pins.png
Pins as bars across the die edge, other pins in grey.
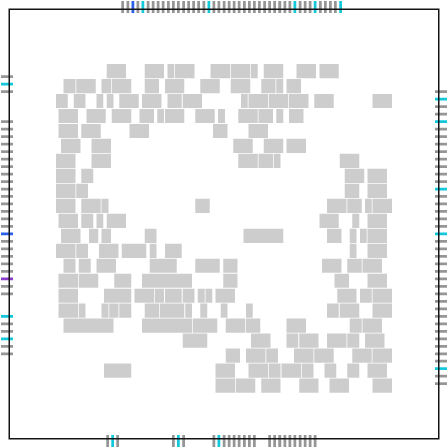
metal_stack.png
The bar under the picture is 20 um long.
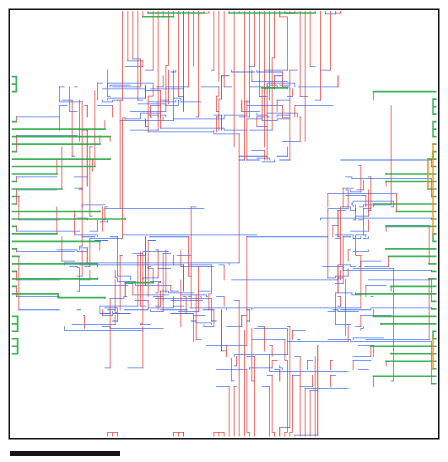
clock_map.png
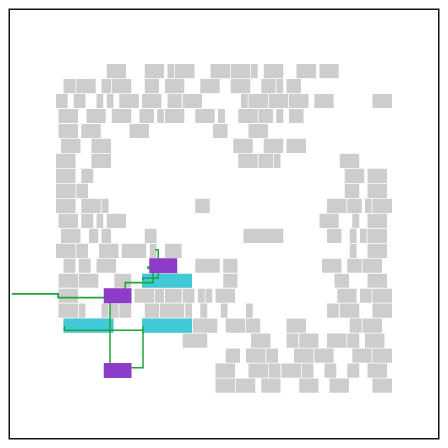
final_placement.png
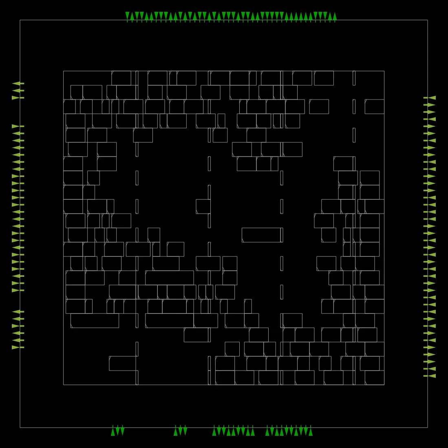
File: src/rtl/mem_arbiter_pkg.sv
// rtl/mem_arbiter_pkg.sv - shared types for the LC-3b memory port arbiter
package mem_arbiter_pkg;

    localparam int LC3B_WORD_W = 16;
    localparam int LC3B_MASK_W = LC3B_WORD_W / 8;

    typedef logic [LC3B_WORD_W-1:0] lc3b_word;
    typedef logic [LC3B_MASK_W-1:0] lc3b_mem_wmask;

    typedef enum logic [1:0] {
        ARB_IDLE    = 2'd0,
        ARB_SERVE_I = 2'd1,
        ARB_SERVE_D = 2'd2
    } arb_state_t;

    typedef enum logic {
        GRANT_I = 1'b0,
        GRANT_D = 1'b1
    } grant_t;

endpackage

File: src/rtl/mem_arbiter.sv
// rtl/mem_arbiter.sv - round-robin arbiter sharing one memory port between I and D sides
module mem_arbiter
    import mem_arbiter_pkg::*;
#(
    parameter int ADDR_W = 16,
    parameter int DATA_W = 16,
    parameter int MASK_W = DATA_W / 8
) (
    input  logic              clk,
    input  logic              rst,
    input  logic              i_read,
    input  logic [ADDR_W-1:0] i_address,
    output logic              i_resp,
    output logic [DATA_W-1:0] i_rdata,
    input  logic              d_read,
    input  logic              d_write,
    input  logic [ADDR_W-1:0] d_address,
    input  logic [DATA_W-1:0] d_wdata,
    input  logic [MASK_W-1:0] d_byte_enable,
    output logic              d_resp,
    output logic [DATA_W-1:0] d_rdata,
    output logic              mem_read,
    output logic              mem_write,
    output logic [ADDR_W-1:0] mem_address,
    output logic [DATA_W-1:0] mem_wdata,
    output logic [MASK_W-1:0] mem_byte_enable,
    input  logic              mem_resp,
    input  logic [DATA_W-1:0] mem_rdata
);

    arb_state_t r_state;
    arb_state_t w_next_state;
    grant_t     r_last_grant;
    logic       w_i_req;
    logic       w_d_req;
    logic       w_spurious_resp;
    logic       w_req_dropped;
    logic       w_rw_conflict;

    assign w_i_req = i_read;
    assign w_d_req = d_read | d_write;

    always_ff @(posedge clk or posedge rst) begin
        if (rst) begin
            r_state <= ARB_IDLE;
        end else begin
            r_state <= w_next_state;
        end
    end

    always_ff @(posedge clk or posedge rst) begin
        if (rst) begin
            r_last_grant <= GRANT_I;
        end else if (r_state == ARB_IDLE) begin
            if (w_next_state == ARB_SERVE_I) begin
                r_last_grant <= GRANT_I;
            end else if (w_next_state == ARB_SERVE_D) begin
                r_last_grant <= GRANT_D;
            end
        end
    end

    // On collision the side that did not win last time goes first.
    always_comb begin
        w_next_state = r_state;
        case (r_state)
            ARB_IDLE: begin
                if (w_i_req && w_d_req) begin
                    w_next_state = (r_last_grant == GRANT_I) ? ARB_SERVE_D : ARB_SERVE_I;
                end else if (w_i_req) begin
                    w_next_state = ARB_SERVE_I;
                end else if (w_d_req) begin
                    w_next_state = ARB_SERVE_D;
                end
            end
            ARB_SERVE_I, ARB_SERVE_D: begin
                if (mem_resp) begin
                    w_next_state = ARB_IDLE;
                end
            end
            default: w_next_state = ARB_IDLE;
        endcase
    end

    always_comb begin
        mem_read        = 1'b0;
        mem_write       = 1'b0;
        mem_address     = '0;
        mem_wdata       = '0;
        mem_byte_enable = '0;
        i_resp          = 1'b0;
        d_resp          = 1'b0;
        case (r_state)
            ARB_SERVE_I: begin
                mem_read        = 1'b1;
                mem_address     = i_address;
                mem_byte_enable = '1;
                i_resp          = mem_resp;
            end
            ARB_SERVE_D: begin
                mem_read        = d_read;
                mem_write       = d_write;
                mem_address     = d_address;
                mem_wdata       = d_wdata;
                mem_byte_enable = d_byte_enable;
                d_resp          = mem_resp;
            end
            default: ;
        endcase
    end

    assign i_rdata = mem_rdata;
    assign d_rdata = mem_rdata;

    // Protocol monitors: misbehaving requesters or memory are flagged, never corrected.
    assign w_spurious_resp = (r_state == ARB_IDLE) && mem_resp;
    assign w_req_dropped   = !mem_resp && (((r_state == ARB_SERVE_I) && !w_i_req) ||
                                           ((r_state == ARB_SERVE_D) && !w_d_req));
    assign w_rw_conflict   = d_read && d_write;

    a_no_req_drop:   assert property (@(posedge clk) disable iff (rst) !w_req_dropped);
    a_no_rw_overlap: assert property (@(posedge clk) disable iff (rst) !w_rw_conflict);
    c_spurious_resp: cover property (@(posedge clk) disable iff (rst) w_spurious_resp);

endmodule
File: config.mk
export PLATFORM = sky130hd
export DESIGN_NAME = mem_arbiter
export DESIGN_NICKNAME = d
export VERILOG_FILES = /design/src/rtl/mem_arbiter_pkg.sv /design/src/rtl/mem_arbiter.sv
export SDC_FILE = /design/constraint.sdc
export NUM_CORES = 1
export LEC_CHECK = 0
export CAP_MARGIN = 20
export CORE_MARGIN = 8
export CORE_UTILIZATION = 22
export CTS_CLUSTER_SIZE = 28
export DETAILED_ROUTE_END_ITERATION = 10
export PLACE_DENSITY = 0.81
export SLEW_MARGIN = 20
export SYNTH_ARGS = -nofsm -noshare
export SYNTH_HDL_FRONTEND = slang
export SYNTH_SLANG_ARGS = --single-unit
File: constraint.sdc
create_clock -name clk -period 2.67 [get_ports clk]
set_input_delay 0.267 -clock clk [delete_from_list [all_inputs] [get_ports clk]]
set_output_delay 0.267 -clock clk [all_outputs]
set_load 0.005 [all_outputs]
==> Slide: Implementation Results <==
Run Summary

Run status
  – Status: finished clean

Clocking
  – CTS H-tree lvls: 1
  – CTS Buf Count: 3

Drt
  – Routed wire length: roughly 3.3 mm
  – Residual DRC count: 0

Pwr
  – Total power: 1.35 mW
  – NetSw: roughly 0.53 mW
  – Worst vdd ir: around 0.00044 V

Setup path
  – CP Capture Type: output pin

Final layout
  – Ant. Diodes: 0
  – Reg area: about 75 um^2
  – Signal buffers: between 90 and 100

Yosys
  – Post-synthesis adder-cell area fraction: 0.0746
  – Cell type with the largest total area: buf_4
  – Count leader, synth: buf_4
  – AO/OA Area Share: 0.225
  – Yosys stat chip area: between 800 and 900 um^2

Floorplanning
  – Die area: 6040 um^2

Placed design
  – Post-DP HPWL: 2.79 mm

STA
  – Worst Max-Slew Pin Slew: 0.457 ns
  – # setup viols final: 0
Notes on pins.png above:
Key: `i_resp` = purple [pins 1, direction output, edge left]; `d_byte_enable` = blue [pins 2, direction input, edge 1 left, 1 top]; `d_rdata` = cyan [pins 16, direction output, edge 5 top, 5 right, 3 bottom, 3 left]
Die Y: 77.7 um
die width: 77.7 um

Notes on metal_stack.png above:
Key: met1 = blue [wire length 1230 um]; met4 = orange [wire length 27.2 um]; met3 = green [wire length 458 um]; met2 = red [wire length 1630 um]
vias after detailed routing: 992
total track usage: 0.102
WL/cell: 14.5 um

Notes on clock_map.png above:
Key: clock wires = green [length 82.3 um]; cells driving clock nets = purple [count 3]; flip-flops = cyan [count 3]
There are 4 routed clock nets.
Clk. pwr: 0.133 mW
skew final: 0.00377 ns
clock share of power: 0.099
Latency at later pin: 0.22 ns

Notes on final_placement.png above:
fin util: 0.447
flop share of the area: 0.0459

==> final timing paths <==
| path | endpoint | slack (ns) | startpoint | depth (start not counted) |
|---|---|---|---|---|
| max | mem_byte_enable[1] | 0.40 | r_state[0]$_DFF_PP0_ | 6 |
| min | r_last_grant$_DFFE_PP0P_ | 0.22 | rst | 2 |
| max reg2reg | r_last_grant$_DFFE_PP0P_ | 0.47 | r_state[0]$_DFF_PP0_ | 9 |
| min reg2reg | r_last_grant$_DFFE_PP0P_ | 0.49 | r_last_grant$_DFFE_PP0P_ | 2 |
| max in group asynchronous | r_state[1]$_DFF_PP0_ | 2.32 | rst | 2 |
| min in group clk | r_last_grant$_DFFE_PP0P_ | 0.49 | r_last_grant$_DFFE_PP0P_ | 2 |
==> power by group through the flow <==
stage,registers [mW],logic (mW),clock network (mW)
floorplan,0.0855,0.570,0
global placement,0.0885,1.12,0
detailed placement,0.0905,1.14,0
CTS,0.0905,1.15,0.135
global route,0.0955,1.25,0.139
finish,0.0907,1.12,0.133
==> state kept, by name (all words and copies together), names as in the netlist <==
name	flops
r_state	2
r_last_grant	1
==> through the flow <==
| step | area [um^2] | cells |
|---|---|---|
| global route | 1640 | 230 |
| finish | 1640 | 230 |
| global placement | 1590 | 226 |
| detailed placement | 1590 | 226 |
| floorplan | 838 | 121 |
| CTS | 1640 | 230 |
==> worst max-delay path, cell delays in order, from the launching register on <==
cell and delay [ns]:
dfrtp_1 0.38, inv_1 0.10, ha_1 0.30, inv_1 0.23
buf_4 0.25, nor2_1 0.06, clkdlybuf4s50_1 0.46
==> per-layer routing <==
metal	global-route usage	vias up	share of wire
met3	0.0599	6	0.14
met1	0.104	435	0.37
met5	0	-	0
li1	-	490	-
met4	0.0283	0	0.0081
met2	0.173	61	0.49
Power and IR drop assume default switching activity.
